$ cat config.mk
export PLATFORM = sky130hd
export DESIGN_NAME = alu_seq
export DESIGN_NICKNAME = d
export VERILOG_FILES = /design/src/rtl/alu_seq_pkg.sv /design/src/rtl/alu_mul_seq.sv /design/src/rtl/alu_seq.sv
export SDC_FILE = /design/constraint.sdc
export NUM_CORES = 1
export LEC_CHECK = 0
export CORE_ASPECT_RATIO = 0.6
export CORE_UTILIZATION = 61
export CTS_CLUSTER_SIZE = 8
export DETAILED_ROUTE_END_ITERATION = 8
export PLACE_DENSITY = 0.88
export SLEW_MARGIN = 20
export SYNTH_ARGS = -nofsm -noshare
export SYNTH_HDL_FRONTEND = slang
export SYNTH_SLANG_ARGS = --single-unit
$ cat constraint.sdc
create_clock -name clk -period 4.4 [get_ports clk]
set_clock_uncertainty 0.15 [all_clocks]
set_input_delay 1.32 -clock clk [delete_from_list [all_inputs] [get_ports clk]]
set_output_delay 1.32 -clock clk [all_outputs]
set_load 0.1 [all_outputs]
$ cat src/rtl/alu_seq_pkg.sv
// Shared opcodes, FSM states and the counter-width helper for alu_seq.
package alu_seq_pkg;

    localparam logic [2:0] OP_AND  = 3'b000;
    localparam logic [2:0] OP_OR   = 3'b001;
    localparam logic [2:0] OP_ADD  = 3'b010;
    localparam logic [2:0] OP_MUL  = 3'b011;
    localparam logic [2:0] OP_ANDN = 3'b100;
    localparam logic [2:0] OP_ORN  = 3'b101;
    localparam logic [2:0] OP_SUB  = 3'b110;
    localparam logic [2:0] OP_SLT  = 3'b111;

    typedef enum logic [1:0] {
        ST_IDLE = 2'd0,
        ST_MUL  = 2'd1,
        ST_DONE = 2'd2
    } state_t;

    function automatic int clog2(input int value);
        int r;
        r = 0;
        while ((1 << r) < value) r++;
        return r;
    endfunction

endpackage

$ cat src/rtl/alu_mul_seq.sv
// Shift-add multiplier: one partial product per clock, low WIDTH bits kept.
module alu_mul_seq
    import alu_seq_pkg::*;
#(
    parameter int WIDTH = 8
) (
    input  logic             clk,
    input  logic             reset,
    input  logic             start,
    input  logic [WIDTH-1:0] a,
    input  logic [WIDTH-1:0] b,
    output logic             busy,
    output logic             done,
    output logic [WIDTH-1:0] product
);

    localparam int CW = clog2(WIDTH + 1);

    logic [WIDTH-1:0] acc;
    logic [WIDTH-1:0] mcand;
    logic [WIDTH-1:0] mplier;
    logic [CW-1:0]    cnt;

    // product is the accumulator after the step taken at the coming edge
    assign product = acc + (mplier[0] ? mcand : '0);
    assign done    = busy & (cnt == CW'(1));

    always_ff @(posedge clk or posedge reset) begin
        if (reset) begin
            busy   <= 1'b0;
            acc    <= '0;
            mcand  <= '0;
            mplier <= '0;
            cnt    <= '0;
        end else if (start) begin
            busy   <= 1'b1;
            acc    <= '0;
            mcand  <= a;
            mplier <= b;
            cnt    <= CW'(WIDTH);
        end else if (busy) begin
            acc    <= product;
            mcand  <= mcand << 1;
            mplier <= mplier >> 1;
            cnt    <= cnt - CW'(1);
            busy   <= ~done;
        end
    end

endmodule

$ cat src/rtl/alu_seq.sv
// Registered ALU with valid/ready handshakes, flags and a multi-cycle multiply.
module alu_seq
    import alu_seq_pkg::*;
#(
    parameter int WIDTH  = 8,
    parameter bit MUL_EN = 1'b1
) (
    input  logic             clk,
    input  logic             reset,
    input  logic             in_valid,
    output logic             in_ready,
    input  logic [WIDTH-1:0] a,
    input  logic [WIDTH-1:0] b,
    input  logic [2:0]       op,
    output logic             out_valid,
    input  logic             out_ready,
    output logic [WIDTH-1:0] result,
    output logic             zero,
    output logic             carry,
    output logic             ovf
);

    state_t           state;
    logic             accept;
    logic             xfer;
    logic             mul_start;
    logic             mul_busy;
    logic             mul_done;
    logic [WIDTH-1:0] mul_product;

    logic             sub_op;
    logic [WIDTH-1:0] b_eff;
    logic [WIDTH:0]   sum;
    logic             ov;
    logic             lt;
    logic [WIDTH-1:0] alu_res;
    logic             alu_c;
    logic             alu_v;

    assign in_ready = ~reset & ~mul_busy &
                      ((state == ST_IDLE) | ((state == ST_DONE) & out_ready));
    assign accept    = in_valid & in_ready;
    assign xfer      = out_valid & out_ready;
    assign mul_start = accept & (op == OP_MUL) & MUL_EN;

    alu_mul_seq #(.WIDTH(WIDTH)) u_mul (
        .clk     (clk),
        .reset   (reset),
        .start   (mul_start),
        .a       (a),
        .b       (b),
        .busy    (mul_busy),
        .done    (mul_done),
        .product (mul_product)
    );

    // SUB and SLT share the adder as a + ~b + 1
    assign sub_op = (op == OP_SUB) | (op == OP_SLT);
    assign b_eff  = sub_op ? ~b : b;
    assign sum    = {1'b0, a} + {1'b0, b_eff} + {{WIDTH{1'b0}}, sub_op};
    assign ov     = (a[WIDTH-1] == b_eff[WIDTH-1]) & (sum[WIDTH-1] != a[WIDTH-1]);
    assign lt     = sum[WIDTH-1] ^ ov;

    always_comb begin
        alu_res = '0;
        alu_c   = 1'b0;
        alu_v   = 1'b0;
        unique case (op)
            OP_AND:  alu_res = a & b;
            OP_OR:   alu_res = a | b;
            OP_ANDN: alu_res = a & ~b;
            OP_ORN:  alu_res = a | ~b;
            OP_MUL:  alu_res = '0;
            OP_SLT:  alu_res = {{(WIDTH-1){1'b0}}, lt};
            OP_ADD, OP_SUB: begin
                alu_res = sum[WIDTH-1:0];
                alu_c   = sum[WIDTH];
                alu_v   = ov;
            end
        endcase
    end

    always_ff @(posedge clk or posedge reset) begin
        if (reset) begin
            state     <= ST_IDLE;
            out_valid <= 1'b0;
            result    <= '0;
            zero      <= 1'b0;
            carry     <= 1'b0;
            ovf       <= 1'b0;
        end else begin
            unique case (state)
                ST_IDLE, ST_DONE: begin
                    if (accept) begin
                        if (mul_start) begin
                            state     <= ST_MUL;
                            out_valid <= 1'b0;
                        end else begin
                            state     <= ST_DONE;
                            out_valid <= 1'b1;
                            result    <= alu_res;
                            zero      <= (alu_res == '0);
                            carry     <= alu_c;
                            ovf       <= alu_v;
                        end
                    end else if (xfer) begin
                        state     <= ST_IDLE;
                        out_valid <= 1'b0;
                    end
                end
                ST_MUL: begin
                    if (mul_done) begin
                        state     <= ST_DONE;
                        out_valid <= 1'b1;
                        result    <= mul_product;
                        zero      <= (mul_product == '0);
                        carry     <= 1'b0;
                        ovf       <= 1'b0;
                    end
                end
                default: state <= ST_IDLE;
            endcase
        end
    end

endmodule

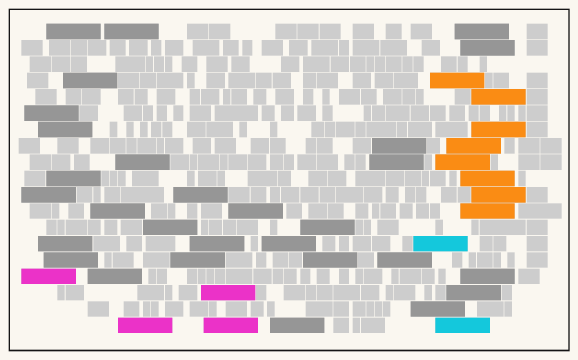
(run_1/ff_map.png)
Drawn at 6 px/um. Other sequential cells in the stronger grey, the rest of the logic in the fainter grey.
legend:
  magenta:
    signal: u_mul.cnt
    flops: 4
  orange:
    signal: result
    flops: 8
    where: middle right
  cyan:
    signal: state
    flops: 2
not coloured: 29

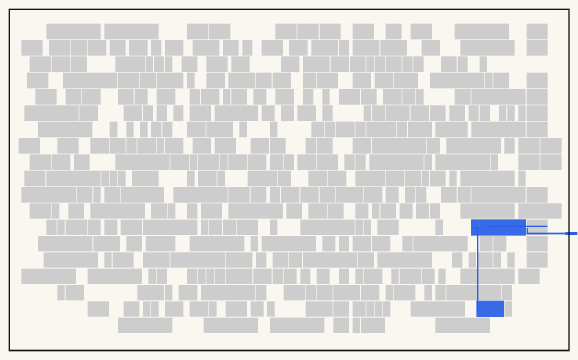
(run_1/port_trees.png)
Drawn at 6 px/um.
legend:
  blue:
    port: reset
    bits: 1
    direction: input
    end_cells: 3
    wire: 31.7 um

==> out/README.md, run 1 <==
| Result | This run |
| --- | --- |
| Critical Path Source Type | primary input |
| Yosys synthesis chip area | 0.00303 sq mm |
| Clock tree from TritonCTS | done |
| Starting DRC count in detailed routing | 233 |
| Count of warning messages emitted by the tools | 27 |
| Leakage | 1.64 nW |
| Kind of cell adding the most delay to the critical path | AND-OR/OR-AND gates |
| Largest net degree at the start of global routing | 33 |
| Number of buffers added to fix hold violations after cts | 0 |
| Run status | finished clean |
| Cell Area, Synth | 0.00303 sq mm |
| Fraction of final layout cells with drive strength greater than 1 | 7.40% |
| Number of antenna violations at the first check in global routing | 0 |
| Global router's overall resource usage | 30.8% |
| Number of global-route vias before repair | 2516 |
| Critical-path top delay cell | sky130_fd_sc_hd__clkdlybuf4s50_1 |
| Setup tns final | 0 ps |
| Area grow syn2layout | 17.4% |
| CP Data Required Time | 4430 ps |
| Warning count from the yosys run | 0 |
| Kind of capture point of the worst setup path | flop |
| Power per Cell Area | 576 mW/mm^2 |
| Total non-filler cell area in the finished layout | 0.00356 sq mm |
| Number of remaining DRC errors | 0 |
| Max-cap violation count | 0 |
| Largest vdd supply drop | 0.332 mV |
| Count of input and output buffers | 35 |
| Most frequent logic cells in the routed design | sky130_fd_sc_hd__dfrtp_1 (43), sky130_fd_sc_hd__nand2_1 (37), sky130_fd_sc_hd__clkdlybuf4s50_1 (34), sky130_fd_sc_hd__o21ai_0 (25), sky130_fd_sc_hd__xnor2_1 (20) |
| Cells resized by post-CTS repair | 0 |
| Vertical die size | 56.6 um |
| Post-synthesis cell count from yosys | 327 |
| Post-Syn Instances | 327 |
| # diodes | 0 |
| Clk network pwr share | 11.8% |
| Maximum net fanout on the critical path | 6 |
| Async set-or-reset flop fraction in the synthesized netlist | 100% |
| Setup Viol. Count Final | 0 |
| Number of hold-slack violations in the final timing report | 0 |
| Count of buffering cells on the critical path with inverters included | 1 |
| Fraction of power consumed by sequential logic | 32.6% |
| Setup fix buffers added after clock tree synthesis | 0 |
| Type of the worst setup path | primary input to flop |
| Routed wire per std cell | 17.3 um |
| Global-route congestion overflow total | 0 |
| Part of the total power dissipated in combinational logic | 55.6% |
| Setup repair after global routing missed its margin | no |
| Worst hold-check path type | flop to flop |
| Most used flip-flop cell | sky130_fd_sc_hd__dfrtp_1 |
| Level count of the clock H-tree | 2 |
| Largest area contributor in the synthesized netlist | sky130_fd_sc_hd__dfrtp_1 |
| Max-Slew Margin vs Limit | 35.5% |
| Die X-Extent | 93.1 um |
| Ordered cell list for the critical path | clkdlybuf4s50_1 -> nand2_1 -> xnor2_1 -> fa_1 -> a21o_1 -> a221o_1 -> xor2_1 -> a22oi_1 -> nand4_1 -> o41ai_1 |
| Most frequently placed logic cell in the final layout | sky130_fd_sc_hd__dfrtp_1 |
| Top area contributor share | 35.5% |
| Net count of the mapped netlist | 368 |
| Register bit count reported by yosys | 43 |
| Share of the clock period used by the worst path | 89.6% |
| Transition time of the tightest slew-check pin | 965 ps |
| Area post-placement | 0.00348 sq mm |
| Yosys cell types | 62 |
| Wire length of the first global-routing pass | 12400 um |
| Mean instance size in the synthesized netlist | 9.28 sq um |
| Deepest clock path buffer count | 2 |
| Detailed-placement wirelength estimate | 5740 um |
| P_sw | 996 uW |
| CTS sink count | 43 |
| Total core area | 0.00468 sq mm |
| CP Data Arrival Time | 3970 ps |
| Sw Ratio | 48.5% |
| Number of flops mapped to enable cells by yosys | 0 |
| Cell at the root of the clock tree | sky130_fd_sc_hd__clkbuf_8 |
| Total Wirelength | 7400 um |
| Routability congestion estimate from global placement | 0.996 |
| Total via count in the routed design | 2677 |
| Min Clock Period, post-route | 3940 ps |
| Starting Density | 64.8% |
| Antenna violation net count after detailed routing | 0 |
| I/O pin cnt | 36 |
| Die Outline Area | 0.00527 sq mm |
| Internal power | 1.06 mW |
| Clock-pin slew on the worst setup and hold paths | 80 ps |
| Placement Rows | 19 |
| Number of nets in the final layout | 405 |
| Final slew viol count | 0 |
| Register area share after synthesis | 35.5% |
| Number of iterations in the first detailed-routing pass | 5 |
| Main area contributors | sky130_fd_sc_hd__dfrtp_1 (35%), sky130_fd_sc_hd__ha_1 (6.6%), sky130_fd_sc_hd__xnor2_1 (5.8%) |
| Crit-path max cell delay | 500 ps |
| Highest clock frequency the design can meet | 0.254 GHz |
| Detail-routed via count per cell | 6.25 |
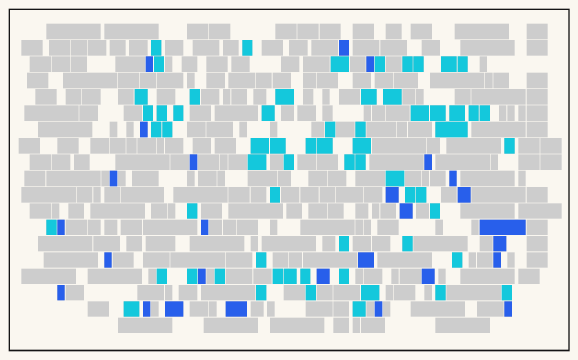
(run_1/gates.png)
Drawn at 6 px/um.
legend:
  blue:
    family: nor cells
    cells: 27
    where: all over the die
  cyan:
    family: aoi and oai cells
    cells: 63

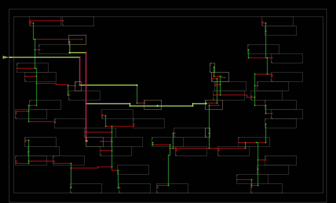
(run_1/clock_nets.png)
sequential cell count of the final layout: 43
number of buffers created by CTS: 5
later-pin clock latency in the skew report: 300 ps

[run 1: cells in the mapped netlist (all sizes together), types with 3 or more instances]
cell type   n
nand2      37
buf         9
inv        11
nor2       17
nor2b       3
a31oi       4
and2        9
o21a        3
a21oi      17
nand3b      4
maj3        4
nand3       3
a21o       17
a211oi      3
nand4       3
a22o       10
xor2       10
ha         16
and3        3
a41oi       3
mux2i      10
xnor2      20
dfrtp      43
nor4        3
o21ai      25
clkbuf      5
[run 1: final cells by class]
cell class | count | area (sq um)
clock buffer | 7 | 76.3
clock inverter | 1 | 5.00
fill | 341 | 1120
inverter | 11 | 41.3
multi-input combinational | 259 | 1860
sequential | 43 | 1080
tap | 63 | 78.8
timing repair buffer | 44 | 428
[run 1: path summary, 6_finish.rpt]
check                                 from         endpoint  slack, ps  cells past startpoint
max                                  op[1]             zero        460                     10
max in group asynchronous            reset  u_mul.mplier[3]       2050                      3
min reg2reg                u_mul.mplier[4]  u_mul.mplier[4]        340                      1
min in group asynchronous            reset        result[1]       1280                      2
max reg2reg                     u_mul.busy             zero       1320                      8
min                        u_mul.mplier[4]  u_mul.mplier[4]        340                      1
[run 1: registers in the layout, indices dropped and copies added, names as in the netlist, 2 cells and up]
| name | count |
|---|---|
| state | 2 |
| u_mul.mcand | 8 |
| u_mul.mplier | 8 |
| result | 8 |
| u_mul.cnt | 4 |
| u_mul.acc | 8 |
[run 1: power by group through the flow]
stage,registers (mW),logic [mW],clock network [mW]
after global placement,0.668,1.10,0
after detailed placement,0.676,1.13,0
after floorplan,0.951,0.565,0
final,0.670,1.14,0.241
after global routing,0.691,1.22,0.262
after CTS,0.669,1.13,0.247
[run 1: per-stage QoR]
| step | total power [mW] | worst slack, ps | hold WS, ps | cells | util, % |
|---|---|---|---|---|---|
| global route | 2.17 | 214 | 346 | 428 | 76.1 |
| CTS | 2.05 | 501 | 333 | 428 | 76.1 |
| floorplan | 1.52 | 502 | 299 | 327 | - |
| detailed placement | 1.80 | 178 | 315 | 420 | 74.4 |
| finish | 2.05 | 457 | 335 | 428 | 76.1 |
| global placement | 1.76 | 271 | 309 | 420 | 74.4 |
[run 1: routing by layer]
| metal | part of all wire (%) | wire length, um | GRT usage, % |
|---|---|---|---|
| met4 | 0.70 | 52 | 5.71 |
| met1 | 49 | 3610 | 46.7 |
| met3 | 8.0 | 592 | 5.56 |
| met2 | 42 | 3140 | 46.4 |
| met5 | 0 | 0 | 0 |
[run 1: cells by family (layout without fill, tap and decap cells)]
kind of cell,Yosys count,in the layout,share of synthesized area [%]
adder cells (fa/ha/maj),22,22,9.24
AND-OR/OR-AND,99,99,22.4
flip-flops,43,43,35.5
buffers and inverters,25,63,3.79
XOR/XNOR,30,30,8.66
AND/OR/NAND/NOR,97,97,16.7
multiplexers,11,11,3.67
--- run 2 (diff from run 1) ---
CORE_UTILIZATION = 56   (was 61)
PLACE_DENSITY = 0.82   (was 0.88)
clock period = 4 ns   (was 4.4 ns; I/O delays follow)
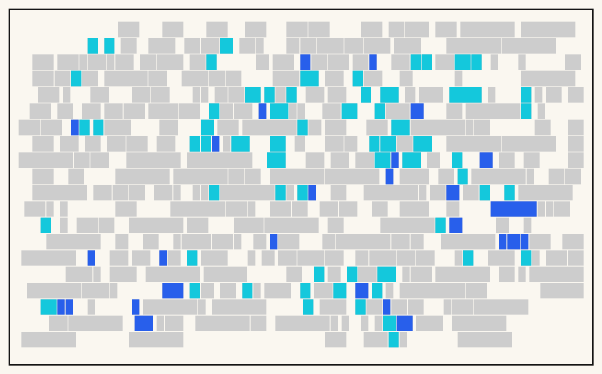
(run_2/gates.png)
Drawn at 6 px/um.
legend:
  cyan:
    family: aoi and oai cells
    cells: 63
  blue:
    family: nor cells
    cells: 27

==> run 2 against run 1 <==
Synthesized area unchanged. Via count rose by 0.41%. Sequential power up 8.2%. Core utilization is 5.1 points lower. Cell count up 2.3%. Wire length up 3.5%. First-iteration DRC count decreased by 5.2%. Critical path depth unchanged. Critical path type unchanged. Largest power group unchanged.
==> out/README.md, run 2 <==
| Result | This run |
| --- | --- |
| Yosys cell types | 62 |
| Most frequent logic cells in the routed design | sky130_fd_sc_hd__dfrtp_1 (43), sky130_fd_sc_hd__nand2_1 (37), sky130_fd_sc_hd__buf_4 (28), sky130_fd_sc_hd__o21ai_0 (25), sky130_fd_sc_hd__clkdlybuf4s50_1 (22) |
| Layout Utilization | 71.0% |
| Number of placed instances, taps included | 430 |
| P_sw | 1.10 mW |
| Internal power | 1.28 mW |
| Antenna violation net count after detailed routing | 0 |
| Min Clock Period, post-route | 3820 ps |
| Adder-Cell Fraction of Synth Area | 9.24% |
| Maximum net fanout on the critical path | 6 |
| Clock tree from TritonCTS | done |
| Part of the total power dissipated in combinational logic | 52.8% |
| Launch point of the worst reg-to-reg path | u_mul.mplier[0] |
| Total non-filler cell area in the finished layout | 0.00364 sq mm |
| Die Outline Area | 0.00573 sq mm |
| Clk network pwr share | 16.8% |
| Transition time of the tightest slew-check pin | 729 ps |
| Level count of the clock H-tree | 2 |
| Routability congestion estimate from global placement | 0.908 |
| Worst hold-check path type | flop to flop |
| Number of buffers added to fix hold violations after cts | 0 |
| Total core area | 0.00513 sq mm |
| Number of hold-slack violations in the final timing report | 0 |
| Number of iterations in the first detailed-routing pass | 5 |
| Most used flip-flop cell | sky130_fd_sc_hd__dfrtp_1 |
| Number of buffers created by CTS | 5 |
| Net count of the mapped netlist | 368 |
| Cells resized by post-CTS repair | 0 |
| Setup repair after global routing missed its margin | no |
| Deepest clock path buffer count | 2 |
| Detailed-placement wirelength estimate | 5820 um |
| Yosys synthesis chip area | 0.00303 sq mm |
| Largest area contributor in the synthesized netlist | sky130_fd_sc_hd__dfrtp_1 |
| Type of the worst setup path | primary input to flop |
| Starting DRC count in detailed routing | 221 |
| Total via count in the routed design | 2688 |
| Fraction of power consumed by sequential logic | 30.4% |
| Setup Viol. Count Final | 0 |
| Later-pin clock latency in the skew report | 290 ps |
| Warning count from the yosys run | 0 |
| Mean instance size in the synthesized netlist | 9.28 sq um |
| Placement Rows | 20 |
| Total Wirelength | 7660 um |
| Routed wire per std cell | 17.5 um |
| Power per Cell Area | 655 mW/mm^2 |
| Largest vdd supply drop | 0.468 mV |
| Detail-routed via count per cell | 6.14 |
| Mux contribution to synthesized area | 3.67% |
| Final slew viol count | 0 |
| Worst hold margin | 335 ps |
| Cell at the root of the clock tree | sky130_fd_sc_hd__clkbuf_8 |
| Crit path from | op[2] |
| Worst-case setup margin in the final layout | 182 ps |
| Wire length of the first global-routing pass | 12700 um |
| Run status | finished clean |
| CP Data Arrival Time | 3860 ps |
| Starting Density | 59.1% |
| Largest net degree at the start of global routing | 37 |
| Clock-pin slew on the worst setup and hold paths | 90 ps |
| Post-synthesis cell count from yosys | 327 |
| Number of global-route vias before repair | 2556 |
| Count of input and output buffers | 35 |
| Non-filler instance count after layout | 438 |
| Top area contributor share | 35.5% |
| Global-route congestion overflow total | 0 |
| Hold path startpoint | u_mul.mplier[2] |
| Most used standard cells in the synthesized netlist | sky130_fd_sc_hd__dfrtp_1 (43), sky130_fd_sc_hd__nand2_1 (37), sky130_fd_sc_hd__o21ai_0 (25) |
| Post-Syn Instances | 327 |
| I/O pin cnt | 36 |
| Leakage | 1.72 nW |
| DP Worst Slack | -76.0 ps |
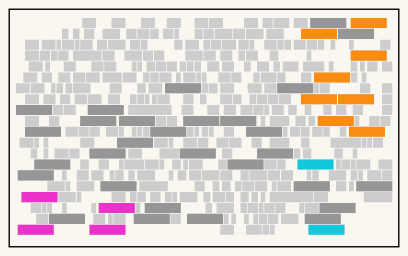
(run_2/ff_map.png)
Drawn at 4 px/um. Other sequential cells in the stronger grey, the rest of the logic in the fainter grey.
legend:
  orange:
    signal: result
    flops: 8
  cyan:
    signal: state
    flops: 2
  magenta:
    signal: u_mul.cnt
    flops: 4
    where: lower left

## run 2: cell counts after synthesis
Identical to the previous run, type by type.
## run 2: path summary, 6_finish.rpt
path                              endpoint  slack (ps)  depth (start not counted)
min in group asynchronous        result[2]        1170                          2
max in group asynchronous  u_mul.mplier[3]        1760                          3
setup reg to reg                 result[6]         980                          9
hold reg to reg            u_mul.mplier[2]         330                          1
setup / recovery                      zero         180                         10
hold / removal             u_mul.mplier[2]         330                          1
## run 2: worst max-delay path, cell delays in order
cell	delay [ps]
sky130_fd_sc_hd__clkdlybuf4s50_1	490
sky130_fd_sc_hd__nand2_1	180
sky130_fd_sc_hd__xnor2_1	300
sky130_fd_sc_hd__ha_1	300
sky130_fd_sc_hd__and4b_1	210
sky130_fd_sc_hd__a41oi_1	300
sky130_fd_sc_hd__and3b_4	280
sky130_fd_sc_hd__a2111o_1	170
sky130_fd_sc_hd__nand3_1	90
sky130_fd_sc_hd__o41ai_1	340
## run 2: kinds of logic after synthesis
kind of cell	after synthesis
compound gates	99
simple gates	97
flops	43
xor+xnor	30
buf+inv	25
fa+ha+maj	22
mux	11
## run 2: layout make-up
| cell class | instances | area [sq um] |
|---|---|---|
| multi-input cells | 259 | 1860 |
| fillers | 418 | 1490 |
| clock buffers | 6 | 72.6 |
| well taps | 66 | 82.6 |
| inverters | 11 | 41.3 |
| clock inverters | 2 | 60.1 |
| repair buffers | 51 | 450 |
| flip-flops and latches | 43 | 1080 |
## run 2: power by group through the flow
stage               clock [mW]  combinational, mW  sequential, mW
floorplan                    0              0.622            1.05
global placement             0               1.22           0.721
detailed placement           0               1.25           0.731
CTS                      0.408               1.26           0.725
global route             0.425               1.35           0.749
finish                   0.400               1.26           0.725
## run 2: metrics by stage
stage	TNS [ps]	power, mW
floorplan	0	1.67
global placement	0	1.94
detailed placement	-178	1.98
CTS	0	2.39
global route	0	2.53
finish	0	2.38
## run 2: per-layer routing
layer	share of wire [%]	global-route usage (%)	up-vias
li1	-	-	1280
met3	8.0	6.13	8
met1	48	41.5	1287
met2	43	43.2	113
met4	0.63	8.53	0
met5	0	0	-
--- run 3 (diff from run 2) ---
PLACE_DENSITY = not set   (was 0.82)
PLACE_DENSITY_LB_ADDON = 0.2   (was not set)
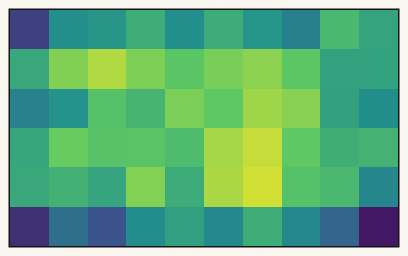
(run_3/util_map.png)
Drawn at 4 px/um. The die is cut into 10 by 6 equal tiles; dark purple is low, yellow is high, 0 to 100% covered.
densest ninth of the die: centre
tiles over 75% full: 25%
mean over tiles: 62%
fullest tile: 93%

==> run 3 against run 2 <==
Cell count rose by 0.68%. Final area fell by 0.69%. Count of clock-buffer cells in the layout stayed put. Highest routed layer unchanged. Critical path type unchanged.
==> out/README.md, run 3 <==
| Result | This run |
| --- | --- |
| # diodes | 0 |
| Max-Slew Margin vs Limit | 53.3% |
| Most used standard cells in the synthesized netlist | sky130_fd_sc_hd__dfrtp_1 (43), sky130_fd_sc_hd__nand2_1 (37), sky130_fd_sc_hd__o21ai_0 (25) |
| Post-synthesis xor/xnor area fraction | 8.66% |
| Routed wire per std cell | 17.1 um |
| Crit path from | op[1] |
| Maximum net fanout on the critical path | 4 |
| Largest net degree at the start of global routing | 36 |
| Crit-path max cell delay | 480 ps |
| Routability congestion estimate from global placement | 0.959 |
| Setup fix buffers added after clock tree synthesis | 0 |
| Worst hold margin | 334 ps |
| CP Data Required Time | 4050 ps |
| Power per Cell Area | 625 mW/mm^2 |
| Starting Density | 59.1% |
| Max-cap violation count | 0 |
| Total core area | 0.00513 sq mm |
| Ordered cell list for the critical path | clkdlybuf4s50_1 -> nand2_1 -> buf_4 -> xnor2_1 -> ha_1 -> a21o_1 -> a221o_1 -> xor2_1 -> a22oi_1 -> nand4_1 -> o41ai_1 |
| Vertical die size | 59.0 um |
| Count of warning messages emitted by the tools | 27 |
| Transition time of the tightest slew-check pin | 698 ps |
| CP Data Arrival Time | 3720 ps |
| Leakage | 1.71 nW |
| Cells resized by post-CTS repair | 0 |
| Launch point of the worst reg-to-reg path | u_mul.mplier[0] |
| Number of remaining DRC errors | 0 |
| Net count of the mapped netlist | 368 |
| Total Wirelength | 7560 um |
| Antenna violation net count after detailed routing | 0 |
| Setup repair after global routing missed its margin | no |
| Mean instance size in the synthesized netlist | 9.28 sq um |
| Kind of capture point of the worst setup path | flop |
| Most frequently placed logic cell in the final layout | sky130_fd_sc_hd__dfrtp_1 |
| Die Outline Area | 0.00573 sq mm |
| Yosys cell types | 62 |
| Global router's overall resource usage | 28.0% |
| Cell at the root of the clock tree | sky130_fd_sc_hd__clkbuf_8 |
| I/O pin cnt | 36 |
| Starting DRC count in detailed routing | 287 |
| Highest clock frequency the design can meet | 0.272 GHz |
| Setup Viol. Count Final | 0 |
| Wire length of the first global-routing pass | 12200 um |
| Area grow syn2layout | 19.2% |
| Number of stages on the worst setup path | 11 |
| Fraction of final layout cells with drive strength greater than 1 | 13.3% |
| Kind of cell adding the most delay to the critical path | AND-OR/OR-AND gates |
| Count of input and output buffers | 35 |
| Most frequent logic cells in the routed design | sky130_fd_sc_hd__dfrtp_1 (43), sky130_fd_sc_hd__nand2_1 (37), sky130_fd_sc_hd__buf_4 (31), sky130_fd_sc_hd__o21ai_0 (25), sky130_fd_sc_hd__clkdlybuf4s50_1 (22) |
| Largest area contributor in the synthesized netlist | sky130_fd_sc_hd__dfrtp_1 |
| Worst hold-check path type | flop to flop |
| Critical Path Source Type | primary input |
| CTS sink count | 43 |
| Largest vdd supply drop | 0.313 mV |
| Number of nets in the final layout | 415 |
| Async set-or-reset flop fraction in the synthesized netlist | 100% |
| Fill count | 418 |
| Share of the clock period used by the worst path | 91.9% |
| Type of the worst setup path | primary input to flop |
| Post-synthesis cell count from yosys | 327 |
| Post-synthesis cell type with the largest instance count | sky130_fd_sc_hd__dfrtp_1 |
| Adder-Cell Fraction of Synth Area | 9.24% |
| Post-Syn Instances | 327 |
| Most used flip-flop cell | sky130_fd_sc_hd__dfrtp_1 |
| Critical-path top delay cell | sky130_fd_sc_hd__clkdlybuf4s50_1 |
| Number of global-route vias before repair | 2340 |
| Detailed-placement wirelength estimate | 5850 um |
| Clock tree from TritonCTS | done |
| Later-pin clock latency in the skew report | 300 ps |
| Worst reg-to-reg setup slack | 1040 ps |
| Main area contributors | sky130_fd_sc_hd__dfrtp_1 (35%), sky130_fd_sc_hd__ha_1 (6.6%), sky130_fd_sc_hd__xnor2_1 (5.8%) |
| Worst Reg-to-Reg Cells | 9 |
| Final slew viol count | 0 |
| DP Worst Slack | 47.2 ps |
| Number of hold-slack violations in the final timing report | 0 |
| Number of buffers created by CTS | 5 |
| Die X-Extent | 97.0 um |
| Deepest clock path buffer count | 2 |
| Placement Rows | 20 |
| Number of antenna violations at the first check in global routing | 0 |
| Register area share after synthesis | 35.5% |
| Number of buffers added to fix hold violations after cts | 0 |
| Number of flops mapped to enable cells by yosys | 0 |
| Synth logic family | AND-OR/OR-AND gates |
| Global-route congestion overflow total | 0 |
| Min Clock Period, post-route | 3680 ps |
| Warning count from the yosys run | 0 |
| Count of buffering cells on the critical path with inverters included | 2 |
| Yosys synthesis chip area | 0.00303 sq mm |
| Total non-filler cell area in the finished layout | 0.00362 sq mm |
| Detail-routed via count per cell | 6.07 |
| Mux contribution to synthesized area | 3.67% |
| Crit path to | zero |
| Worst R2R End | result[6] |
| Top area contributor share | 35.5% |
| Area post-placement | 0.00353 sq mm |
| Run status | finished clean |
| Cell Area, Synth | 0.00303 sq mm |
| Fraction of the mapped netlist area in simple logic gates | 16.7% |
| Worst-case setup margin in the final layout | 324 ps |
| Number of iterations in the first detailed-routing pass | 5 |
| Register bit count reported by yosys | 43 |
| Clock-pin slew on the worst setup and hold paths | 80 ps |
| Setup tns final | 0 ps |
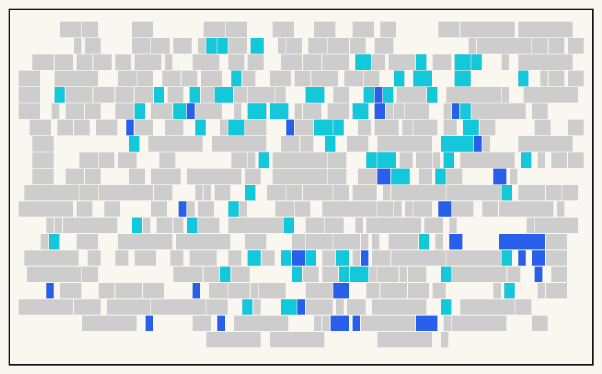
(run_3/gates.png)
Drawn at 6 px/um.
legend:
  blue:
    family: nor cells
    cells: 27
  cyan:
    family: aoi and oai cells
    cells: 63

[run 3: worst register-to-register path: stages, from the launching register on]
cell and delay [ps]:
sky130_fd_sc_hd__dfrtp_1 480, sky130_fd_sc_hd__and2_1 210, sky130_fd_sc_hd__ha_1 200, sky130_fd_sc_hd__fa_1 420
sky130_fd_sc_hd__a21o_1 190, sky130_fd_sc_hd__a21oi_1 310, sky130_fd_sc_hd__nor2_1 80, sky130_fd_sc_hd__a311oi_1 490
sky130_fd_sc_hd__mux2_2 260, sky130_fd_sc_hd__o21ai_0 70
[run 3: power breakdown]
| part | total [mW] | switching [mW] | internal, mW | leakage (nW) |
|---|---|---|---|---|
| combinational | 1.26 | 0.828 | 0.430 | 1.11 |
| sequential | 0.727 | 0.124 | 0.603 | 0.553 |
| clock | 0.276 | 0.154 | 0.122 | 0.0412 |
| total | 2.26 | 1.11 | 1.15 | 1.71 |
[run 3: layout make-up]
type	count	area [sq um]	area share (%)
Tap cell	66	82.6	2.28
Inverter	11	41.3	1.14
Clock inverter	2	12.5	0.346
Multi-Input combinational cell	259	1860	51.4
Timing Repair Buffer	54	473	13.1
Clock buffer	6	72.6	2.01
Sequential cell	43	1080	29.8
[run 3: cell families (layout without fill, tap and decap cells)]
kind of cell / after synthesis / in the layout
and+or+nand+nor: 97 / 97
adders and majority gates: 22 / 22
AOI/OAI and AO/OA: 99 / 99
xor gates and xnor gates: 30 / 30
buffers and inverters: 25 / 73
DFF: 43 / 43
muxes: 11 / 11
[run 3: how the worst min path moves through the flow]
stage / endpoint / cells past startpoint / slack, ps / startpoint
6_report: u_mul.mplier[1] / 1 / 330 / u_mul.mplier[1]
5_1_grt: u_mul.mcand[7] / 1 / 340 / u_mul.mcand[7]
4_1_cts: u_mul.mcand[7] / 1 / 330 / u_mul.mcand[7]
3_5_place_dp: u_mul.mcand[7] / 1 / 320 / u_mul.mcand[7]
3_3_place_gp: u_mul.mcand[7] / 1 / 310 / u_mul.mcand[7]
2_1_floorplan: u_mul.mcand[7] / 1 / 300 / u_mul.mcand[7]
[run 3: metal layers]
layer  global-route usage [%]  up-vias  part of all wire (%)
met5                        0        -                     0
met4                     6.18        0                  0.56
li1                         -     1286                     -
met3                     5.66        5                   7.7
met2                     40.4      122                    40
met1                     43.3     1264                    51
[run 3: per-stage QoR]
stage / utilization (%) / cells / total power [mW]
floorplan: - / 327 / 1.67
global placement: 68.8 / 433 / 1.95
detailed placement: 68.8 / 433 / 1.98
CTS: 70.5 / 441 / 2.26
global route: 70.5 / 441 / 2.40
finish: 70.5 / 441 / 2.26
Power is estimated from default activity; no workload was simulated.
